$ cat src/rtl/branch_unit_pkg.sv
// Shared core definitions for the branch unit: funct3 encodings, BHT counter
// reset value and small helpers for counter update and decode.
package branch_unit_pkg;

  typedef enum logic [2:0] {
    BR_BEQ  = 3'b000,
    BR_BNE  = 3'b001,
    BR_ILL2 = 3'b010,
    BR_ILL3 = 3'b011,
    BR_BLT  = 3'b100,
    BR_BGE  = 3'b101,
    BR_BLTU = 3'b110,
    BR_BGEU = 3'b111
  } br_funct_e;

  localparam logic [1:0] BHT_CNT_RESET = 2'b01;

  function automatic logic [1:0] sat_cnt_next(input logic [1:0] cnt, input logic taken);
    logic [1:0] nxt;
    if (taken) begin
      nxt = (cnt == 2'b11) ? 2'b11 : cnt + 2'b01;
    end else begin
      nxt = (cnt == 2'b00) ? 2'b00 : cnt - 2'b01;
    end
    return nxt;
  endfunction

  function automatic logic is_illegal_funct3(input logic [2:0] f3);
    return (f3[2:1] == 2'b01);
  endfunction

endpackage

$ cat src/rtl/branch_unit_if.sv
// Branch unit request/response bundle; the core drives it as master, the
// branch unit consumes it as slave.
interface branch_unit_if #(
  parameter int XLEN = 32
);
  logic [XLEN-1:0] lookup_pc_i;
  logic            pred_taken_o;
  logic            valid_i;
  logic [2:0]      funct3_i;
  logic [XLEN-1:0] rs1_i;
  logic [XLEN-1:0] rs2_i;
  logic [XLEN-1:0] pc_i;
  logic [XLEN-1:0] imm_i;
  logic            pred_i;
  logic            flush_i;
  logic            res_valid_o;
  logic            taken_o;
  logic [XLEN-1:0] redirect_o;
  logic            mispredict_o;
  logic            misaligned_o;
  logic            illegal_o;

  modport master (
    output lookup_pc_i, valid_i, funct3_i, rs1_i, rs2_i, pc_i, imm_i, pred_i, flush_i,
    input  pred_taken_o, res_valid_o, taken_o, redirect_o, mispredict_o, misaligned_o,
           illegal_o
  );

  modport slave (
    input  lookup_pc_i, valid_i, funct3_i, rs1_i, rs2_i, pc_i, imm_i, pred_i, flush_i,
    output pred_taken_o, res_valid_o, taken_o, redirect_o, mispredict_o, misaligned_o,
           illegal_o
  );
endinterface

$ cat src/rtl/branch_unit_cmp.sv
// Combinational XLEN-bit comparator: equality, signed and unsigned less-than.
module branch_cmp #(
  parameter int XLEN = 32
) (
  input  logic [XLEN-1:0] a_i,
  input  logic [XLEN-1:0] b_i,
  output logic            eq_o,
  output logic            lt_s_o,
  output logic            lt_u_o
);

  assign eq_o   = (a_i == b_i);
  assign lt_s_o = ($signed(a_i) < $signed(b_i));
  assign lt_u_o = (a_i < b_i);

endmodule

$ cat src/rtl/branch_unit.sv
// Branch resolution unit: one register stage of compare/target results, then
// direction/redirect decode, plus a direct-mapped 2-bit-counter BHT.
module branch_unit
  import branch_unit_pkg::*;
#(
  parameter int XLEN      = 32,
  parameter int BHT_DEPTH = 16
) (
  input  logic           clk_i,
  input  logic           rst_i,
  branch_unit_if.slave   bus
);

  localparam int IDX_W = $clog2(BHT_DEPTH);

  logic            eq_s;
  logic            lt_s_s;
  logic            lt_u_s;
  logic [XLEN-1:0] target_d;
  logic [XLEN-1:0] pc4_d;
  logic [IDX_W-1:0] idx_d;
  logic [IDX_W-1:0] lookup_idx_s;

  logic             valid_q;
  logic [2:0]       funct3_q;
  logic             eq_q;
  logic             lt_s_q;
  logic             lt_u_q;
  logic             pred_q;
  logic [XLEN-1:0]  target_q;
  logic [XLEN-1:0]  pc4_q;
  logic [IDX_W-1:0] idx_q;

  logic [1:0]       bht_q [BHT_DEPTH];

  logic             res_valid_s;
  logic             taken_s;
  logic             illegal_s;
  logic             misaligned_s;
  logic             mispredict_s;
  logic [XLEN-1:0]  redirect_s;
  logic             bht_we_s;
  logic             unused_lookup_bits;

  branch_cmp #(.XLEN(XLEN)) u_cmp (
    .a_i    (bus.rs1_i),
    .b_i    (bus.rs2_i),
    .eq_o   (eq_s),
    .lt_s_o (lt_s_s),
    .lt_u_o (lt_u_s)
  );

  assign target_d     = bus.pc_i + bus.imm_i;
  assign pc4_d        = bus.pc_i + {{(XLEN-3){1'b0}}, 3'b100};
  assign idx_d        = bus.pc_i[IDX_W+1:2];
  assign lookup_idx_s = bus.lookup_pc_i[IDX_W+1:2];
  assign unused_lookup_bits = ^{bus.lookup_pc_i[XLEN-1:IDX_W+2], bus.lookup_pc_i[1:0]};

  // Stage-1 capture of compare results and both candidate next PCs.
  always_ff @(posedge clk_i or posedge rst_i) begin
    if (rst_i) begin
      valid_q  <= 1'b0;
      funct3_q <= 3'b000;
      eq_q     <= 1'b0;
      lt_s_q   <= 1'b0;
      lt_u_q   <= 1'b0;
      pred_q   <= 1'b0;
      target_q <= {XLEN{1'b0}};
      pc4_q    <= {XLEN{1'b0}};
      idx_q    <= {IDX_W{1'b0}};
    end else begin
      valid_q <= bus.valid_i;
      if (bus.valid_i) begin
        funct3_q <= bus.funct3_i;
        eq_q     <= eq_s;
        lt_s_q   <= lt_s_s;
        lt_u_q   <= lt_u_s;
        pred_q   <= bus.pred_i;
        target_q <= target_d;
        pc4_q    <= pc4_d;
        idx_q    <= idx_d;
      end else begin
        funct3_q <= funct3_q;
        eq_q     <= eq_q;
        lt_s_q   <= lt_s_q;
        lt_u_q   <= lt_u_q;
        pred_q   <= pred_q;
        target_q <= target_q;
        pc4_q    <= pc4_q;
        idx_q    <= idx_q;
      end
    end
  end

  // Resolve direction and next PC; every field is held at zero unless the result is reported.
  always_comb begin
    res_valid_s  = valid_q & ~bus.flush_i;
    taken_s      = 1'b0;
    illegal_s    = 1'b0;
    misaligned_s = 1'b0;
    mispredict_s = 1'b0;
    redirect_s   = {XLEN{1'b0}};
    if (res_valid_s) begin
      case (br_funct_e'(funct3_q))
        BR_BEQ:  taken_s = eq_q;
        BR_BNE:  taken_s = ~eq_q;
        BR_BLT:  taken_s = lt_s_q;
        BR_BGE:  taken_s = ~lt_s_q;
        BR_BLTU: taken_s = lt_u_q;
        BR_BGEU: taken_s = ~lt_u_q;
        default: taken_s = 1'b0;
      endcase
      illegal_s    = is_illegal_funct3(funct3_q);
      misaligned_s = taken_s & (target_q[1:0] != 2'b00);
      mispredict_s = ~illegal_s & ~misaligned_s & (taken_s ^ pred_q);
      redirect_s   = taken_s ? target_q : pc4_q;
    end else begin
      taken_s = 1'b0;
    end
  end

  assign bht_we_s = res_valid_s & ~illegal_s;

  // Counter table: reset to weakly not-taken, trained when a legal result retires.
  always_ff @(posedge clk_i or posedge rst_i) begin
    if (rst_i) begin
      for (int i = 0; i < BHT_DEPTH; i++) begin
        bht_q[i] <= BHT_CNT_RESET;
      end
    end else if (bht_we_s) begin
      bht_q[idx_q] <= sat_cnt_next(bht_q[idx_q], taken_s);
    end else begin
      bht_q[idx_q] <= bht_q[idx_q];
    end
  end

  assign bus.pred_taken_o = bht_q[lookup_idx_s][1];
  assign bus.res_valid_o  = res_valid_s;
  assign bus.taken_o      = taken_s;
  assign bus.illegal_o    = illegal_s;
  assign bus.misaligned_o = misaligned_s;
  assign bus.mispredict_o = mispredict_s;
  assign bus.redirect_o   = redirect_s;

endmodule
$ cat src/flat_wrapper.sv
// flat-port wrapper written by rule: the top's interface ports become plain ports
module branch_unit_flat import branch_unit_pkg::*;
#(
  parameter int XLEN      = 32,
  parameter int BHT_DEPTH = 16
)
  (clk_i, rst_i, bus_lookup_pc_i, bus_valid_i, bus_funct3_i, bus_rs1_i, bus_rs2_i, bus_pc_i, bus_imm_i, bus_pred_i, bus_flush_i, bus_pred_taken_o, bus_res_valid_o, bus_taken_o, bus_redirect_o, bus_mispredict_o, bus_misaligned_o, bus_illegal_o);
  branch_unit_if #(.XLEN(XLEN)) bus_i ();
  input  logic clk_i;
  input  logic rst_i;
  input wire logic [$bits(bus_i.lookup_pc_i)-1:0] bus_lookup_pc_i;
  input wire logic [$bits(bus_i.valid_i)-1:0] bus_valid_i;
  input wire logic [$bits(bus_i.funct3_i)-1:0] bus_funct3_i;
  input wire logic [$bits(bus_i.rs1_i)-1:0] bus_rs1_i;
  input wire logic [$bits(bus_i.rs2_i)-1:0] bus_rs2_i;
  input wire logic [$bits(bus_i.pc_i)-1:0] bus_pc_i;
  input wire logic [$bits(bus_i.imm_i)-1:0] bus_imm_i;
  input wire logic [$bits(bus_i.pred_i)-1:0] bus_pred_i;
  input wire logic [$bits(bus_i.flush_i)-1:0] bus_flush_i;
  output wire logic [$bits(bus_i.pred_taken_o)-1:0] bus_pred_taken_o;
  output wire logic [$bits(bus_i.res_valid_o)-1:0] bus_res_valid_o;
  output wire logic [$bits(bus_i.taken_o)-1:0] bus_taken_o;
  output wire logic [$bits(bus_i.redirect_o)-1:0] bus_redirect_o;
  output wire logic [$bits(bus_i.mispredict_o)-1:0] bus_mispredict_o;
  output wire logic [$bits(bus_i.misaligned_o)-1:0] bus_misaligned_o;
  output wire logic [$bits(bus_i.illegal_o)-1:0] bus_illegal_o;
  assign bus_i.lookup_pc_i = bus_lookup_pc_i;
  assign bus_i.valid_i = bus_valid_i;
  assign bus_i.funct3_i = bus_funct3_i;
  assign bus_i.rs1_i = bus_rs1_i;
  assign bus_i.rs2_i = bus_rs2_i;
  assign bus_i.pc_i = bus_pc_i;
  assign bus_i.imm_i = bus_imm_i;
  assign bus_i.pred_i = bus_pred_i;
  assign bus_i.flush_i = bus_flush_i;
  assign bus_pred_taken_o = bus_i.pred_taken_o;
  assign bus_res_valid_o = bus_i.res_valid_o;
  assign bus_taken_o = bus_i.taken_o;
  assign bus_redirect_o = bus_i.redirect_o;
  assign bus_mispredict_o = bus_i.mispredict_o;
  assign bus_misaligned_o = bus_i.misaligned_o;
  assign bus_illegal_o = bus_i.illegal_o;
  branch_unit #(.XLEN(XLEN), .BHT_DEPTH(BHT_DEPTH)) u_core (.clk_i(clk_i), .rst_i(rst_i), .bus(bus_i));
endmodule
$ cat config.mk
export PLATFORM = sky130hd
export DESIGN_NAME = branch_unit_flat
export DESIGN_NICKNAME = d
export VERILOG_FILES = /design/src/rtl/branch_unit_pkg.sv /design/src/rtl/branch_unit_if.sv /design/src/rtl/branch_unit_cmp.sv /design/src/rtl/branch_unit.sv /design/src/flat_wrapper.sv
export SDC_FILE = /design/constraint.sdc
export NUM_CORES = 1
export LEC_CHECK = 0
export ABC_CLOCK_PERIOD_IN_PS = 9000
export CAP_MARGIN = 20
export CORE_MARGIN = 2
export CORE_UTILIZATION = 54
export CTS_CLUSTER_SIZE = 16
export DETAILED_ROUTE_END_ITERATION = 12
export PLACE_DENSITY = 0.89
export SYNTH_ARGS = -nofsm -noshare
export SYNTH_HDL_FRONTEND = slang
export SYNTH_SLANG_ARGS = --single-unit
$ cat constraint.sdc
create_clock -name clk_i -period 9 [get_ports clk_i]
set_clock_uncertainty 0.1 [all_clocks]
set_input_delay 1.35 -clock clk_i [delete_from_list [all_inputs] [get_ports clk_i]]
set_output_delay 1.35 -clock clk_i [all_outputs]
set_load 0.01 [all_outputs]
**Cell outlines without signal wires**

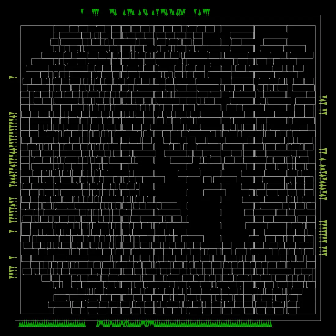
flop count: 108
# fillers: 1111

**Pin placement**

(4 px per µm) Pins as bars across the die edge, other pins in gray.
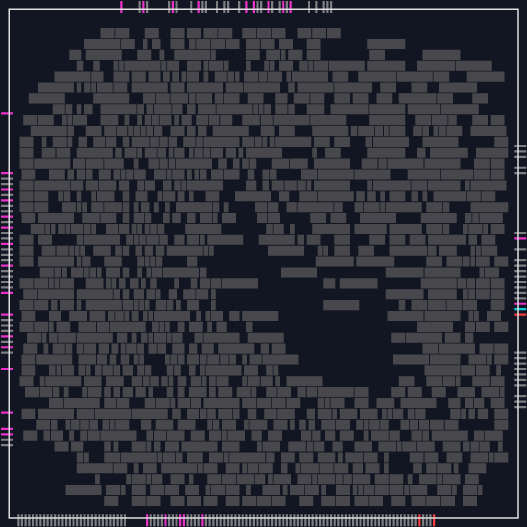
color	port	pins	direction	edge
magenta	bus_imm_i	32	input	16 west, 9 north, 5 south, 2 east
red	bus_funct3_i	3	input	2 south, 1 east
cyan	bus_illegal_o	1	output	east
all pins by edge	109 south, 38 west, 30 north, 29 east

**Signal wires on met2**

(4 px per µm)
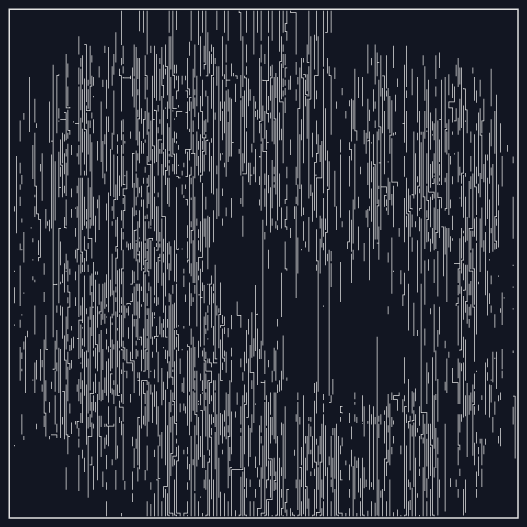
longest straight run	68.0 µm
nets with wire on the layer	1064
wire length on this layer	10600 µm
main direction	vertical

==> changes_impl.md <==
### Metrics

- Setup crit start kind: input port
- Flop pwr share: 41.4%
- Drt wl/cell: around 17 µm
- Setup CP Type: input port to output port
- Vias per Instance: 5.93
- Unrepaired setup endpoints after global routing: no
- Main synth FF type: dfrtp_1
- Slew Limit Fails: 0
- Status: completed
- Cell type with the largest total area: dfrtp_1
- Comb group: approximately 0.00053 W
- Crit. End Element: output port
- Crit path capture: bus_pred_taken_o
- Crit path depth: 4
- FF-to-FF path depth: 5
- Top pwr grp: sequential cells
- Mean post-synth cell area: 9.34 µm²
- Synthesis-to-layout area growth: 26.2%
- Sw Ratio: approximately a third
- Die X-Extent: ~130 µm
- Clock net power: 0.000380 W
- Placed Cells: 1194
- Storage element area: between 2000 and 3000 µm²
- Gate power share: 34.2%
- Post-synth top area share: between 20 and 30%
- WP buf/inv: 2
- Antenna violations before repair: 0
- Yosys chip area: 8150 µm²
- Reg2reg end: u_core.bht_q[31]
- Latency at later pin: 350 ps
- Worst hold path cell count: 2
- Hold path start: u_core.target_q[13]
- Post-DP Area: 10000 µm²
- Core Footprint: 14600 µm²
- N_diodes: 0
- Yosys stat cell total: 872
- TritonCTS clock tree: built
- Hpwl dp: 16.0 mm
- Post-CTS Resized: 0
- Switching power: 0.000497 W
- Sequence of cells on the critical path: clkdlybuf4s50_1 > mux4_2 > mux4_2 > clkdlybuf4s50_1
- Mapped Area: 8150 µm²
- Hold EP: u_core.target_q[13]
- Post-layout util: 70.2%
- Post-Synthesis Cells: 872
- DRT antenna net count: 0
- Post-Layout Cell Count: around 1200
- Crit-path max cell delay: around 640 ps
- Via count: just over 7000
- Drt drc: 0
- Relative slew slack: between 30% and 40%
- Final WS setup: 4020 ps
- Pwr Total: 0.00156 W
- Slowest cell on crit path: clkdlybuf4s50_1
- Setup tns final: 0 ps
- OpenROAD warning count: 54
- Init Core Util: 55.6%
- 1st-pass router iterations: 5
- Hold crit path type: flip-flop to flip-flop
- FF-to-FF setup slack: 5800 ps
- Hold_buf cts: 0
- Synth flops: 108
- GRT Total Usage: 26.2%
- Max IR drop VDD: 0.000101 V
- Crit path time final: 4980 ps
- Max H-tree Level: 3
- Worst slew pin tran: between 1000 and 1500 ps
- CTS Buf Count: 9
- RR Startpoint: u_core.idx_q[0]
- Clock network power share: between 20% and 30%
- Multi-input gate area: 5070 µm²
- Yosys Warn Count: 0
**Metal layers overlaid**

(2 px per µm) Two of the layers only.
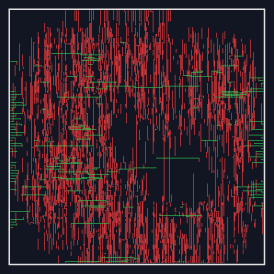
color	layer	wire length
green	met3	957 µm
red	met2	10600 µm

**Port wiring**

(2 px per µm)
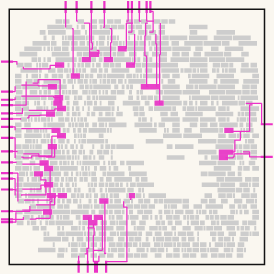
color	port	direction	edge	end cells	wire
magenta	bus_imm_i	input	16 west, 9 north, 5 south, 2 east	33	990 µm

[cells in the mapped netlist, types with 5 or more instances]
library cell,number
clkbuf_1,28
nand3_1,18
o21bai_1,6
a21oi_1,74
inv_1,47
dfrtp_1,92
dfstp_2,16
o21ai_0,27
mux4_2,8
nor4_1,5
and2_1,6
ha_1,64
and3_1,10
a31oi_1,8
or2_2,5
nor2_1,102
a211oi_1,6
nand2_1,49
buf_1,10
nand4_1,23
nor3_1,19
mux4_1,7
xnor2_1,25
a21o_1,29
o211ai_1,6
mux2_2,58
xor2_1,26
o21a_1,8
mux2i_1,33
nand2b_1,8
[state kept, by name, summed over array words and instances, names as in the netlist]
name	cells
u_core.bht_q	32
u_core.lt_s_q	1
u_core.pred_q	1
u_core.lt_u_q	1
u_core.eq_q	1
u_core.valid_q	1
u_core.target_q	32
u_core.idx_q	4
u_core.funct3_q	3
u_core.pc4_q	32
[layout make-up]
type	instances	area share, %
clock buffers	11	2.36
clock inverters	5	0.353
inverters	47	1.74
multi-input cells	674	49.3
flip-flops and latches	108	26.5
well taps	184	2.24
repair buffers	181	17.5
[logic make-up after synthesis]
logic type | Yosys count | share of synthesized area (%)
buffers and inverters | 90 | 4.50
adders and majority gates | 66 | 10.2
xor gates and xnor gates | 51 | 5.48
muxes | 108 | 16.8
and+or+nand+nor | 260 | 15.0
DFF | 108 | 33.4
AOI/OAI and AO/OA | 189 | 14.6
[metal layers]
layer | part of all wire [%] | track usage [%] | wire (µm) | up-vias
met3 | 4.6 | 4.26 | 956 | 37
li1 | - | - | - | 3443
met1 | 43 | 33.0 | 9010 | 3461
met4 | 2.2 | 7.50 | 462 | 0
met5 | 0 | 0 | 0 | -
met2 | 50 | 46.6 | 10600 | 236
Power figures rest on the tool's default switching activity, not on a simulated workload.
